$ cat src/rtl/sat_counter.sv
// sat_counter -- up counter that sticks at all-ones.
//
// Ports:
//   clk   : rising-edge clock
//   reset : synchronous active-high reset, clears the count
//   clr   : synchronous clear, wins over a same-cycle inc
//   inc   : add one this cycle unless already saturated
//   cnt   : current count, W bits
module sat_counter #(
  parameter int W = 16
) (
  input  logic         clk,
  input  logic         reset,
  input  logic         clr,
  input  logic         inc,
  output logic [W-1:0] cnt
);

  localparam logic [W-1:0] ONE = {{(W-1){1'b0}}, 1'b1};

  always_ff @(posedge clk) begin
    if (reset || clr) begin
      cnt <= '0;
    end else if (inc && (cnt != '1)) begin
      cnt <= cnt + ONE;
    end
  end

endmodule

$ cat config.mk
export PLATFORM = sky130hd
export DESIGN_NAME = sat_counter
export DESIGN_NICKNAME = d
export VERILOG_FILES = /design/src/rtl/sat_counter.sv
export SDC_FILE = /design/constraint.sdc
export NUM_CORES = 1
export LEC_CHECK = 0
export ABC_AREA = 1
export CAP_MARGIN = 0
export CORE_AREA = 2 2 52 54
export CTS_BUF_LIST = sky130_fd_sc_hd__clkbuf_2
export DETAILED_ROUTE_END_ITERATION = 12
export DIE_AREA = 0 0 54 56
export GPL_TIMING_DRIVEN = 1
export HOLD_SLACK_MARGIN = 0.08
export PLACE_DENSITY_LB_ADDON = 0.05
export SLEW_MARGIN = 0
export SYNTH_ARGS = -nofsm -noshare
export SYNTH_HDL_FRONTEND = slang
export SYNTH_SLANG_ARGS = --single-unit
$ cat constraint.sdc
create_clock -name clk -period 3.3 [get_ports clk]
set_clock_uncertainty 0.15 [all_clocks]
set_input_delay 0.66 -clock clk [delete_from_list [all_inputs] [get_ports clk]]
set_output_delay 0.66 -clock clk [all_outputs]
set_load 0.02 [all_outputs]
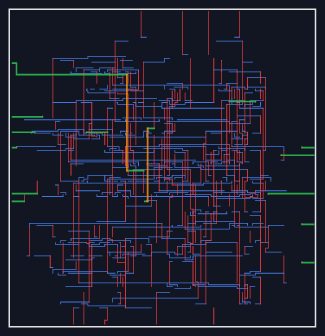
**Above:** run 1 (wiring by layer).
| colour | layer | wire length |
|---|---|---|
| green | M3 | 71.3 um |
| red | M2 | 957 um |
| blue | M1 | 1,160 um |
| orange | M4 | 29.9 um |
via count: 982
wirelength, routed: 2217 um
post-DR wirelength/cell: 11.03 um
Tot GR Track Use: 16.02%

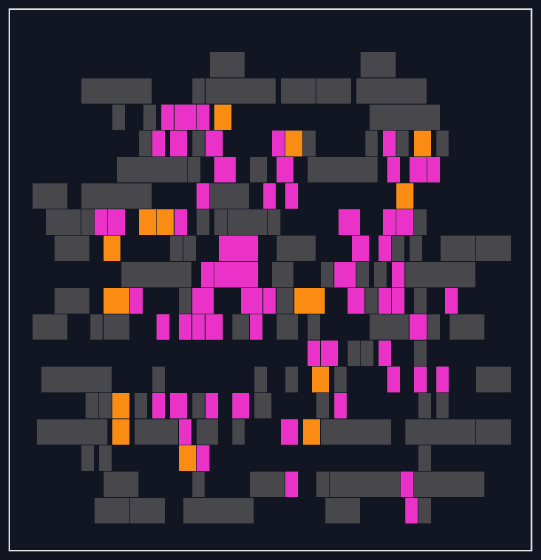
**Above:** run 1 (gate-type map).
| colour | family | cells | most used |
|---|---|---|---|
| magenta | nand cells | 60 | nand2_1 |
| orange | aoi and oai cells | 14 | a21oi_1 |
combinational fraction of the cell area: 47.15%
dominant logic cell type in the layout: nand2_1
Final Non-Filler Cells: 201

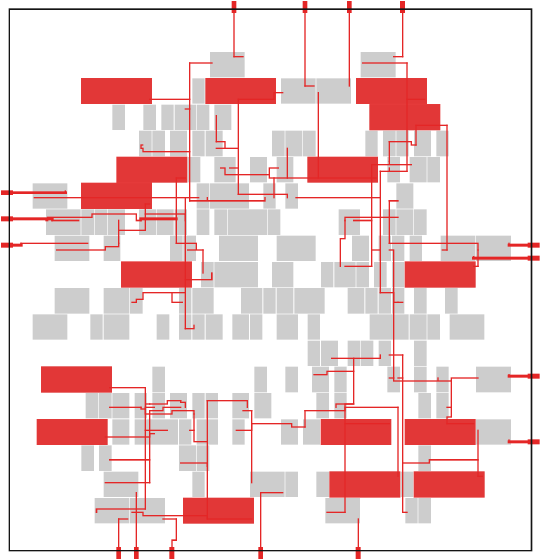
**Above:** run 1 (I/O nets highlighted).
| colour | port | bits | direction | edge | end cells | buffers | wire |
|---|---|---|---|---|---|---|---|
| red | `cnt` | 16 | output | 5 south, 4 north, 4 east, 3 west | 16 | 16 | 631 um |
# port buffers: 19
# IOs: 20

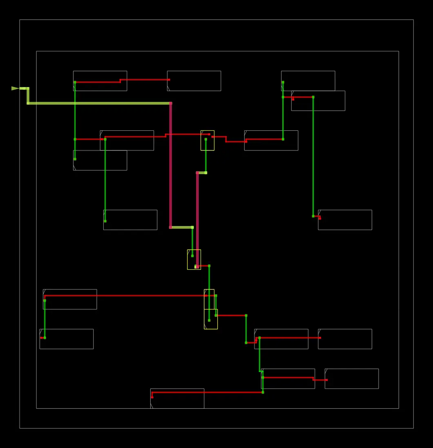
**Above:** run 1 (clock wiring as the flow saved it).
clk_lat worst skew: 290 ps
CTS Buf Count: 3
registers: 16
clock tree buffer count of the final layout: 3

==> results.yml, run 1 <==
# generated from flow reports
floorplan:
  fp-row-count: 18
  n_tap_cell: 30
  fp.dieW_um: 54
  coreArea_um2: 2432
worst_setup_path:
  cp.required_ps: 2490
  path_depth: 1
  worstReg2RegStart: "cnt[0]$_SDFFE_PP0P_"
  crit_end: "cnt[13]"
  r2r_setup_slack_ps: 1540
drt:
  drt_iter0_markers: 22
  ant_nets: 0
  wl_met2_um: 956
power:
  power_leakage_uw: 0.0004207
  seq_power_share_pct: 63.4
  total_power_uw: 309.1
  power_density_nw_per_um2: 260.6
clock_tree:
  root_buffer: "clkbuf_2"
  postCtsSetupBuffers: 0
  ctsResizeCount: 0
sta:
  max_freq_mhz: 449.9
  slew_viol_final: 0
  tns_ps: 0
placement:
  placed_cells: 197
  place_ws_ps: 1098
  dp_hpwl_um: 1652
  placed_area_um2: 1167
synthesis:
  synth_dominant_cell_count: "nand2_1"
  syn_area_per_cell_um2: 6.382
  synthTopCellsByCount: "38 x nand2_1, 34 x nor2_1, 16 x dfxtp_1, 14 x nand3_1, 12 x inv_1"
  syn-num-nets: 154
  xor_area_share_pct: 0
  largest_area_cell: "dfxtp_1"
  ys_sh_simple_pct: 49.47
  synth_cells: 149
  numSynthFlops: 16
  synth.yosys.seq_area_share_pct: 33.68
grt:
  grt_util_met2_pct: 23.00
  grt_antenna_before_repair: 0
  grt_pass1_wl_um: 3657
layout:
  num-multi-input-gates: 117
  syn_to_final_growth_pct: 24.74
  top_register: "cnt"
outcome:
  outcome: "complete, no violations"
## Run 2: what changed since run 1
- clock period: 3.3 -> 2.3 ns (I/O delays scaled with it)
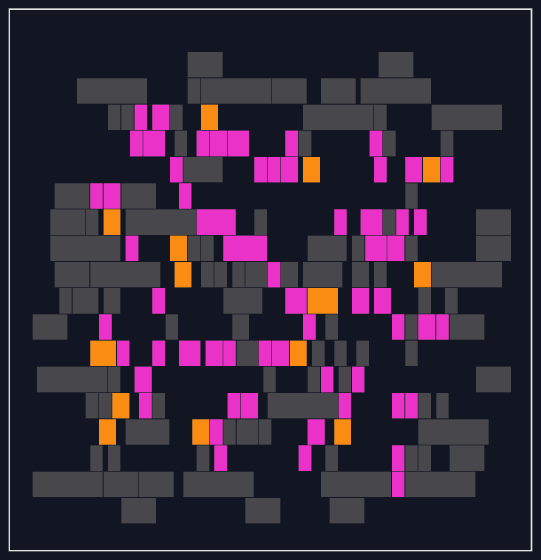
**Above:** run 2 (gate-type map).
| colour | family | cells | most used |
|---|---|---|---|
| magenta | nand cells | 60 | nand2_1 |
| orange | aoi and oai cells | 14 | a21oi_1 |
combinational fraction of the cell area: 47.30%
Final Non-Filler Cells: 200

==> run 2 against run 1 <==
Against the previous run: via count fell by 1.4%; global-route usage is 1.4 points higher; synthesized cell count stayed put; critical path type unchanged; largest power group unchanged.
==> results.yml, run 2 <==
# generated from flow reports
floorplan:
  fp.dieW_um: 54
  fp-row-count: 18
  coreArea_um2: 2432
  ios: 20
  n_tap_cell: 30
layout:
  layout_top_cell: "nand2_1"
  nClkBuffers: 3
  num-multi-input-gates: 117
  syn_to_final_growth_pct: 24.34
  seq_cell_count: 16
sta:
  slew_viol_final: 0
  tns_ps: 0
  max_freq_mhz: 495.4
synthesis:
  xor_area_share_pct: 0
  numSynthFlops: 16
  ys_sh_simple_pct: 49.47
  synth.yosys.seq_area_share_pct: 33.68
  synth_cells: 149
  syn_area_per_cell_um2: 6.382
  synth_dominant_cell_count: "nand2_1"
  syn-num-nets: 154
grt:
  grt_antenna_before_repair: 0
  grt_usage_pct: 17.47
  grt_util_met2_pct: 25.96
placement:
  placed_area_um2: 1167
  dp_hpwl_um: 1677
  place_ws_ps: 306.4
  portBuffers: 19
power:
  power_leakage_uw: 0.0004192
  total_power_uw: 439.7
  power_density_nw_per_um2: 371.9
  seq_power_share_pct: 63.9
drt:
  routed_wl_um: 2240
  wl_met2_um: 987
  drt_iter0_markers: 25
  vias: 968
  wl_per_cell_um: 11.20
worst_setup_path:
  cp.required_ps: 1690
  r2r_setup_slack_ps: 560
  worstReg2RegStart: "cnt[0]$_SDFFE_PP0P_"
outcome:
  outcome: "complete, no violations"
clock_tree:
  postCtsSetupBuffers: 0
  ctsResizeCount: 0
  cts_buffers: 3
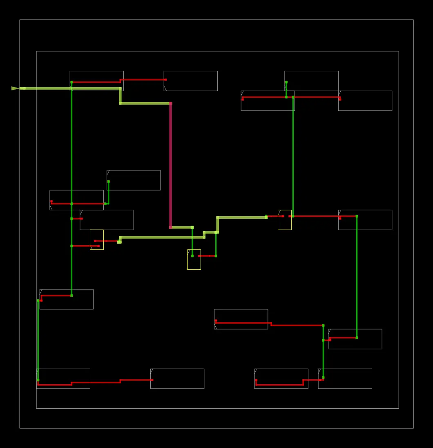
**Above:** run 2 (clock wiring as the flow saved it).
P_clk: 128 uW
clk_lat worst skew: 300 ps
CTS sink cnt: 16

Power is estimated from default activity; no workload was simulated.
